$ cat src/rtl/fp_compare_sequencer_pkg.sv
// Shared definitions for the recoded-float compare sequencer:
// opcodes, exception flag positions and the canonical quiet NaN.
package fp_compare_sequencer_pkg;

  typedef enum logic [2:0] {
    FCMP_EQ    = 3'd0,
    FCMP_LT    = 3'd1,
    FCMP_LE    = 3'd2,
    FCMP_MIN   = 3'd3,
    FCMP_MAX   = 3'd4,
    FCMP_UNORD = 3'd5
  } fcmp_op_e;

  localparam int FLAGS_W = 5;
  localparam int FLAG_NV = 4;
  localparam int FLAG_DZ = 3;
  localparam int FLAG_OF = 2;
  localparam int FLAG_UF = 1;
  localparam int FLAG_NX = 0;

  // Recoded qNaN: sign 0, exponent top bits 111, fraction MSB set.
  function automatic logic [127:0] canon_nan(
    input int exp_size,
    input int sig_size
  );
    logic [127:0] r;
    r = '0;
    r[exp_size+sig_size-1] = 1'b1;
    r[exp_size+sig_size-2] = 1'b1;
    r[exp_size+sig_size-3] = 1'b1;
    r[sig_size-2] = 1'b1;
    return r;
  endfunction

endpackage

$ cat src/rtl/compareRecodedFloatN.sv
// Combinational compare of two recoded floats: less, equal, unordered.
// Zeros compare equal regardless of sign; any NaN is unordered.
module compareRecodedFloatN #(
  parameter int expSize = 8,
  parameter int sigSize = 24,
  localparam int W = expSize + sigSize + 1
) (
  input  logic [W-1:0] a,
  input  logic [W-1:0] b,
  output logic         less,
  output logic         equal,
  output logic         unordered
);

  logic         a_sign, b_sign;
  logic         a_nan, b_nan;
  logic         a_zero, b_zero;
  logic [W-2:0] a_mag, b_mag;

  assign a_sign = a[W-1];
  assign b_sign = b[W-1];
  assign a_nan  = &a[W-2 -: 3];
  assign b_nan  = &b[W-2 -: 3];
  assign a_zero = (a[W-2 -: 3] == 3'b000);
  assign b_zero = (b[W-2 -: 3] == 3'b000);

  // Recoded exponent ordering is monotonic, so {exp, fract} is a magnitude.
  assign a_mag = a_zero ? '0 : a[W-2:0];
  assign b_mag = b_zero ? '0 : b[W-2:0];

  assign unordered = a_nan | b_nan;

  always_comb begin
    equal = 1'b0;
    less  = 1'b0;
    if (!unordered) begin
      if (a_zero && b_zero) begin
        equal = 1'b1;
      end else begin
        equal = (a_sign == b_sign) && (a_mag == b_mag);
        unique case ({a_sign, b_sign})
          2'b10:   less = 1'b1;
          2'b01:   less = 1'b0;
          2'b00:   less = a_mag < b_mag;
          default: less = a_mag > b_mag;
        endcase
      end
    end
  end

endmodule

$ cat src/rtl/fp_compare_sequencer_arbiter.sv
// Round-robin arbiter: grants the first valid request at or after the
// pointer, and only when enabled; the pointer moves past each grant.
module fp_rr_arbiter #(
  parameter int NUM_REQ = 4,
  localparam int IW = $clog2(NUM_REQ)
) (
  input  logic               clk,
  input  logic               reset,
  input  logic [NUM_REQ-1:0] req,
  input  logic               en,
  output logic [NUM_REQ-1:0] gnt,
  output logic [IW-1:0]      gnt_idx
);

  logic [IW-1:0] ptr_q, ptr_d;
  logic          found;
  int            idx;

  always_comb begin
    gnt     = '0;
    gnt_idx = '0;
    found   = 1'b0;
    idx     = 0;
    ptr_d   = ptr_q;
    for (int k = 0; k < NUM_REQ; k++) begin
      idx = int'(ptr_q) + k;
      if (idx >= NUM_REQ) idx = idx - NUM_REQ;
      if (!found && req[idx]) begin
        found   = 1'b1;
        gnt_idx = IW'(idx);
      end
    end
    if (en && found) begin
      gnt[gnt_idx] = 1'b1;
      if (gnt_idx == IW'(NUM_REQ - 1)) ptr_d = '0;
      else ptr_d = gnt_idx + 1'b1;
    end
  end

  always_ff @(posedge clk) begin
    if (reset) ptr_q <= '0;
    else ptr_q <= ptr_d;
  end

endmodule

$ cat src/rtl/fp_compare_sequencer.sv
// Shared recoded-float compare unit with round-robin requesters and a
// two-stage pipeline. FP_COMPARE_STICKY_FLAGS_EN adds sticky flags.
module fp_compare_sequencer
  import fp_compare_sequencer_pkg::*;
#(
  parameter int NUM_REQ = 4,
  parameter int expSize = 8,
  parameter int sigSize = 24,
  localparam int W  = expSize + sigSize + 1,
  localparam int IW = $clog2(NUM_REQ)
) (
  input  logic                 clk,
  input  logic                 reset,
  input  logic [NUM_REQ-1:0]   req_valid,
  output logic [NUM_REQ-1:0]   req_ready,
  input  logic [3*NUM_REQ-1:0] req_op,
  input  logic [W*NUM_REQ-1:0] req_a,
  input  logic [W*NUM_REQ-1:0] req_b,
  output logic                 resp_valid,
  input  logic                 resp_ready,
  output logic [IW-1:0]        resp_id,
  output logic [W-1:0]         resp_result,
  output logic [FLAGS_W-1:0]   resp_flags,
  output logic [FLAGS_W-1:0]   sticky_flags,
  input  logic                 flags_clear
);

  localparam logic [127:0] CANON_FULL = canon_nan(expSize, sigSize);
  localparam logic [W-1:0] CANON = CANON_FULL[W-1:0];

  logic               s1_valid_q, s1_valid_d;
  logic [IW-1:0]      s1_id_q, s1_id_d;
  logic [2:0]         s1_op_q, s1_op_d;
  logic [W-1:0]       s1_a_q, s1_a_d;
  logic [W-1:0]       s1_b_q, s1_b_d;
  logic               s2_valid_q, s2_valid_d;
  logic [IW-1:0]      s2_id_q, s2_id_d;
  logic [W-1:0]       s2_res_q, s2_res_d;
  logic [FLAGS_W-1:0] s2_flags_q, s2_flags_d;

  logic [NUM_REQ-1:0] gnt;
  logic [IW-1:0]      gnt_idx;
  logic               s1_adv, s1_en, s2_load;
  logic               lt, eq, unord;
  logic               a_nan, b_nan, a_snan, b_snan;
  logic               both_zero, nv;
  logic [W-1:0]       res;

  assign s2_load = !s2_valid_q || resp_ready;
  assign s1_adv  = s1_valid_q && s2_load;
  assign s1_en   = !reset && (!s1_valid_q || s1_adv);

  fp_rr_arbiter #(.NUM_REQ(NUM_REQ)) u_arb (
    .clk     (clk),
    .reset   (reset),
    .req     (req_valid),
    .en      (s1_en),
    .gnt     (gnt),
    .gnt_idx (gnt_idx)
  );

  assign req_ready = gnt;

  compareRecodedFloatN #(.expSize(expSize), .sigSize(sigSize)) u_cmp (
    .a         (s1_a_q),
    .b         (s1_b_q),
    .less      (lt),
    .equal     (eq),
    .unordered (unord)
  );

  assign a_nan     = &s1_a_q[W-2 -: 3];
  assign b_nan     = &s1_b_q[W-2 -: 3];
  assign a_snan    = a_nan && !s1_a_q[sigSize-2];
  assign b_snan    = b_nan && !s1_b_q[sigSize-2];
  assign both_zero = (s1_a_q[W-2 -: 3] == 3'b000)
                  && (s1_b_q[W-2 -: 3] == 3'b000);

  always_comb begin
    res = '0;
    nv  = a_snan || b_snan;
    unique case (s1_op_q)
      FCMP_EQ:    res[0] = eq;
      FCMP_LT: begin
        res[0] = lt;
        nv = nv || unord;
      end
      FCMP_LE: begin
        res[0] = lt || eq;
        nv = nv || unord;
      end
      FCMP_MIN: begin
        if (a_nan && b_nan) res = CANON;
        else if (a_nan) res = s1_b_q;
        else if (b_nan) res = s1_a_q;
        else if (both_zero) res = s1_a_q[W-1] ? s1_a_q : s1_b_q;
        else res = lt ? s1_a_q : s1_b_q;
      end
      FCMP_MAX: begin
        if (a_nan && b_nan) res = CANON;
        else if (a_nan) res = s1_b_q;
        else if (b_nan) res = s1_a_q;
        else if (both_zero) res = s1_a_q[W-1] ? s1_b_q : s1_a_q;
        else res = (!lt && !eq) ? s1_a_q : s1_b_q;
      end
      FCMP_UNORD: res[0] = unord;
      default:    nv = 1'b1;
    endcase
  end

  always_comb begin
    s1_valid_d = s1_valid_q;
    s1_id_d    = s1_id_q;
    s1_op_d    = s1_op_q;
    s1_a_d     = s1_a_q;
    s1_b_d     = s1_b_q;
    if (s1_en) begin
      s1_valid_d = |gnt;
      s1_id_d    = gnt_idx;
      s1_op_d    = req_op[gnt_idx*3 +: 3];
      s1_a_d     = req_a[gnt_idx*W +: W];
      s1_b_d     = req_b[gnt_idx*W +: W];
    end
  end

  always_comb begin
    s2_valid_d = s2_valid_q;
    s2_id_d    = s2_id_q;
    s2_res_d   = s2_res_q;
    s2_flags_d = s2_flags_q;
    if (s2_load) begin
      s2_valid_d          = s1_valid_q;
      s2_id_d             = s1_id_q;
      s2_res_d            = res;
      s2_flags_d          = '0;
      s2_flags_d[FLAG_NV] = nv;
    end
  end

  always_ff @(posedge clk) begin
    if (reset) begin
      s1_valid_q <= 1'b0;
      s1_id_q    <= '0;
      s1_op_q    <= '0;
      s1_a_q     <= '0;
      s1_b_q     <= '0;
      s2_valid_q <= 1'b0;
      s2_id_q    <= '0;
      s2_res_q   <= '0;
      s2_flags_q <= '0;
    end else begin
      s1_valid_q <= s1_valid_d;
      s1_id_q    <= s1_id_d;
      s1_op_q    <= s1_op_d;
      s1_a_q     <= s1_a_d;
      s1_b_q     <= s1_b_d;
      s2_valid_q <= s2_valid_d;
      s2_id_q    <= s2_id_d;
      s2_res_q   <= s2_res_d;
      s2_flags_q <= s2_flags_d;
    end
  end

  assign resp_valid  = s2_valid_q;
  assign resp_id     = s2_id_q;
  assign resp_result = s2_res_q;
  assign resp_flags  = s2_flags_q;

`ifdef FP_COMPARE_STICKY_FLAGS_EN
  logic [FLAGS_W-1:0] sticky_q, sticky_d;

  // A clear in the same cycle as a response drops that response's flags.
  always_comb begin
    sticky_d = sticky_q;
    if (flags_clear) sticky_d = '0;
    else if (s2_valid_q && resp_ready) sticky_d = sticky_q | s2_flags_q;
  end

  always_ff @(posedge clk) begin
    if (reset) sticky_q <= '0;
    else sticky_q <= sticky_d;
  end

  assign sticky_flags = sticky_q;
`else
  logic unused_flags_clear;
  assign unused_flags_clear = flags_clear;
  assign sticky_flags = '0;
`endif

endmodule

$ cat config.mk
export PLATFORM = sky130hd
export DESIGN_NAME = fp_compare_sequencer
export DESIGN_NICKNAME = d
export VERILOG_FILES = /design/src/rtl/fp_compare_sequencer_pkg.sv /design/src/rtl/compareRecodedFloatN.sv /design/src/rtl/fp_compare_sequencer_arbiter.sv /design/src/rtl/fp_compare_sequencer.sv
export SDC_FILE = /design/constraint.sdc
export NUM_CORES = 1
export LEC_CHECK = 0
export CORE_UTILIZATION = 41
export CTS_CLUSTER_SIZE = 14
export DETAILED_ROUTE_END_ITERATION = 10
export PLACE_DENSITY = 0.88
export SLEW_MARGIN = 20
export SYNTH_ARGS = -nofsm -noshare
export SYNTH_HDL_FRONTEND = slang
export SYNTH_SLANG_ARGS = --single-unit
$ cat constraint.sdc
create_clock -name clk -period 3.7 [get_ports clk]
set_input_delay 0.37 -clock clk [delete_from_list [all_inputs] [get_ports clk]]
set_output_delay 0.37 -clock clk [all_outputs]
set_load 0.05 [all_outputs]
**Placed standard cells**

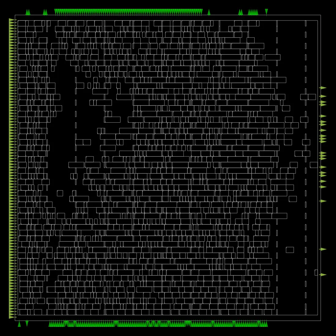
final sequential cell count: 111
post-layout utilization of the core: 0.6464
Fillers: 1,591

**Signal wires by layer**

Scale: 2 px per um. Only two layers are drawn.
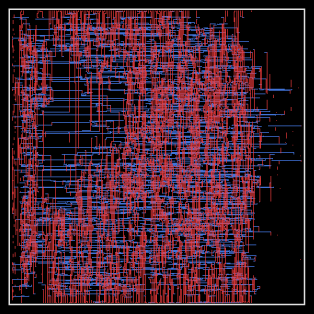
colour	layer	wire length
blue	met1	13,700 um
red	met2	16,400 um

**The metal 3 layer**

Scale: 2 px per um.
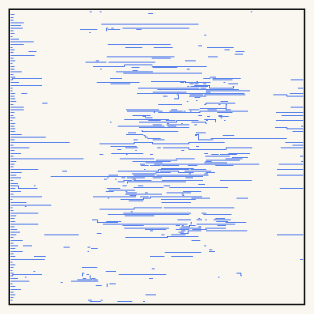
nets with wire on the layer	312
wire length on this layer	3,490 um
main direction	horizontal
longest straight run	75.9 um
share of all routed wire	10%

**Placed cells, one colour a class**

Scale: 2 px per um.
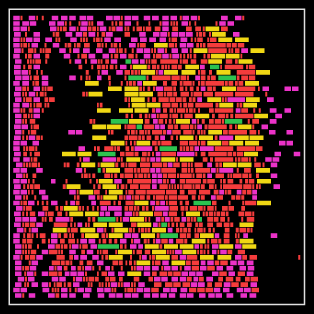
colour	class	cells
magenta	other buffers and delay cells	402
yellow	flip-flops	111
red	all other logic	977
green	clock drivers and dummy loads	16
Core Box Area: 0.02036 sq mm
Cell Rows: 52
share of cell area taken by flip-flops and latches: 0.1689

==> impl_metrics.xml <==
<?xml version="1.0" encoding="UTF-8"?>
<metrics>
  <group name="worst_setup_path">
    <metric name="crit-reg2reg-launch" unit="">s1_a_q[31]$_SDFFE_PP0P_</metric>
    <metric name="timing.critical_path.to" unit="">resp_result[20]$_SDFFE_PP0P_</metric>
    <metric name="critical-path-slowest-cell" unit="">sky130_fd_sc_hd__ha_1</metric>
    <metric name="crit_path_max_incr_delay" unit="ps">350</metric>
    <metric name="worst-path-stages" unit="">17</metric>
    <metric name="cpLargestDelayFamily" unit="">AND-OR/OR-AND gates</metric>
    <metric name="cp-start-kind" unit="">register</metric>
    <metric name="path_class" unit="">reg -&gt; reg</metric>
    <metric name="timing.reg2reg.worst_path_depth" unit="">17</metric>
    <metric name="regToRegSetupSlack" unit="ps">-120</metric>
    <metric name="startpoint" unit="">s1_a_q[31]$_SDFFE_PP0P_</metric>
    <metric name="crit_path_end_kind" unit="">register</metric>
    <metric name="reg2reg_to" unit="">resp_result[20]$_SDFFE_PP0P_</metric>
    <metric name="worst-path-buf-inv" unit="">4</metric>
  </group>
  <group name="finish">
    <metric name="design_area" unit="sq mm">0.01316</metric>
    <metric name="clkCellAreaFrac" unit="">0.02338</metric>
    <metric name="syn_to_final_growth" unit="%">53.10</metric>
    <metric name="multi_input_comb_area" unit="sq mm">0.006274</metric>
    <metric name="layout_nets" unit="">1825</metric>
    <metric name="drive_gt1_frac" unit="">0.1494</metric>
    <metric name="buffers" unit="">402</metric>
    <metric name="lay_top_cells" unit="">sky130_fd_sc_hd__clkdlybuf4s50_1, sky130_fd_sc_hd__nand2_1, sky130_fd_sc_hd__nor2_1</metric>
    <metric name="layout_multi_input_combinational_cell_count" unit="">964</metric>
    <metric name="comb_area_share" unit="">0.4766</metric>
    <metric name="final-seq-area" unit="sq mm">0.002223</metric>
    <metric name="num-nonclk-inverters" unit="">13</metric>
    <metric name="layout.clock_buffers" unit="">10</metric>
    <metric name="layout.cells.most_common" unit="">sky130_fd_sc_hd__clkdlybuf4s50_1</metric>
  </group>
  <group name="grt">
    <metric name="grt_antenna_before_repair" unit="">1</metric>
    <metric name="grt_first_pass_wirelength" unit="um">50140</metric>
    <metric name="globalRouteOverflowTotal" unit="">0</metric>
    <metric name="number_of_global_route_vias_before_repair" unit="">9462</metric>
    <metric name="groute.usage.overall" unit="">0.2926</metric>
    <metric name="grtUsageMet2" unit="">0.4813</metric>
    <metric name="met1_usage" unit="">0.3847</metric>
    <metric name="gr-max-usage-layer" unit="">met2</metric>
    <metric name="global_route.usage.met3" unit="">0.04286</metric>
  </group>
  <group name="logic_synthesis">
    <metric name="ys.flops" unit="">111</metric>
    <metric name="synthXorXnorAreaFrac" unit="">0</metric>
    <metric name="post_synth_cell_types" unit="">71</metric>
    <metric name="synth_top_cell_by_count" unit="">sky130_fd_sc_hd__nand2_1</metric>
    <metric name="seq_share_synth" unit="">0.2584</metric>
    <metric name="synth.yosys.chip_area" unit="sq mm">0.008598</metric>
    <metric name="top_area_cell" unit="">sky130_fd_sc_hd__dfxtp_1</metric>
    <metric name="synth-edff-count" unit="">0</metric>
    <metric name="synth-adder-area-share" unit="">0.05821</metric>
    <metric name="mux_area_frac" unit="">0.03609</metric>
    <metric name="synth.cells.most_frequent" unit="">sky130_fd_sc_hd__nand2_1, sky130_fd_sc_hd__nor2_1, sky130_fd_sc_hd__dfxtp_1</metric>
    <metric name="post_synth_and_or_nand_nor_area_fraction" unit="">0.3168</metric>
    <metric name="syn-cell-area" unit="sq mm">0.008598</metric>
    <metric name="synth-main-ff-cell" unit="">sky130_fd_sc_hd__dfxtp_1</metric>
    <metric name="synth-cells-yosys" unit="">1190</metric>
    <metric name="synth_warnings" unit="">0</metric>
    <metric name="syn_area_per_cell" unit="sq um">7.225</metric>
    <metric name="netlist_logic_family_top" unit="">simple AND/OR/NAND/NOR gates</metric>
    <metric name="top_cells_by_area" unit="">sky130_fd_sc_hd__dfxtp_1, sky130_fd_sc_hd__nand2_1, sky130_fd_sc_hd__a311oi_1</metric>
  </group>
  <group name="hold_path">
    <metric name="min_delay_path_depth" unit="">2</metric>
    <metric name="holdPathEnd" unit="">s1_id_q[0]$_SDFFE_PP0P_</metric>
    <metric name="holdCritStartpoint" unit="">s1_id_q[0]$_SDFFE_PP0P_</metric>
  </group>
  <group name="outcome">
    <metric name="run_status" unit="">finished with violations</metric>
    <metric name="violations" unit="">setup timing</metric>
  </group>
  <group name="power">
    <metric name="power_clock" unit="mW">1.02</metric>
    <metric name="powerComb" unit="mW">2.86</metric>
    <metric name="irDropWorstVdd" unit="uV">248.6</metric>
    <metric name="pwr.group.sequential" unit="mW">1.57</metric>
    <metric name="leading_power_group" unit="">combinational cells</metric>
    <metric name="power.static_leakage" unit="nW">5.281</metric>
    <metric name="switching_power" unit="mW">2.261</metric>
    <metric name="power_density" unit="mW/mm^2">414.5</metric>
    <metric name="switching_share" unit="">0.4143</metric>
  </group>
  <group name="floorplan">
    <metric name="chipWidth" unit="um">146.8</metric>
    <metric name="nWellTaps" unit="">270</metric>
    <metric name="chipHeight" unit="um">146.8</metric>
    <metric name="dieArea" unit="sq mm">0.02155</metric>
    <metric name="fp_util" unit="">0.4222</metric>
  </group>
  <group name="final_timing">
    <metric name="worst_hold_slack" unit="ps">456.4</metric>
    <metric name="final_hold_viol_count" unit="">0</metric>
    <metric name="remaining_max_slew_budget_at_the_tightest_pin" unit="">0.3353</metric>
    <metric name="clock-skew-final" unit="ps">10.40</metric>
    <metric name="max_freq" unit="GHz">0.2614</metric>
    <metric name="drv_slew" unit="">0</metric>
    <metric name="tightest_slew" unit="ps">997.1</metric>
    <metric name="rsz0062_at_grt" unit="">yes</metric>
    <metric name="setup_viol" unit="">26</metric>
    <metric name="timing.final.crit_share" unit="">1.034</metric>
    <metric name="post-route-worst-setup-slack" unit="ps">-125.0</metric>
  </group>
  <group name="drt">
    <metric name="dr_top_layer" unit="">met4</metric>
    <metric name="initialDrtViolationCount" unit="">972</metric>
    <metric name="antenna_violating_nets_post_route" unit="">0</metric>
    <metric name="routed_wl" unit="um">35020</metric>
    <metric name="wl_met2" unit="um">16400</metric>
    <metric name="detailedRoute.firstPassIterationCount" unit="">8</metric>
    <metric name="vias_per_cell" unit="">5.898</metric>
    <metric name="detail_route.drc_violations" unit="">0</metric>
    <metric name="routedLengthMet1" unit="um">13660</metric>
    <metric name="drt-wirelength-per-cell" unit="um">19.71</metric>
    <metric name="vias" unit="">10480</metric>
    <metric name="routed_length_on_met3" unit="um">3485</metric>
  </group>
  <group name="cts">
    <metric name="cts_max_level" unit="">3</metric>
    <metric name="post_cts.repair.setup_buffers" unit="">2</metric>
    <metric name="clock_sink_count" unit="">111</metric>
    <metric name="clk-insertion-delay-late" unit="ps">360</metric>
    <metric name="tritoncts" unit="">yes</metric>
    <metric name="cts_inserted_buffers" unit="">9</metric>
    <metric name="clock_tree.buffer_depth" unit="">2</metric>
    <metric name="clockRootBuffer" unit="">sky130_fd_sc_hd__clkbuf_16</metric>
    <metric name="cts_repair_resize_count" unit="">1</metric>
    <metric name="cts_hold_buf" unit="">0</metric>
  </group>
  <group name="placed_design">
    <metric name="detailed_place_hpwl" unit="um">24620</metric>
    <metric name="place_worst_setup_slack" unit="ps">-32.24</metric>
    <metric name="place.detailed.instances" unit="">1735</metric>
  </group>
  <group name="flow_run">
    <metric name="max_cap_violations" unit="">0</metric>
  </group>
</metrics>
Power figures rest on the tool's default switching activity, not on a simulated workload.
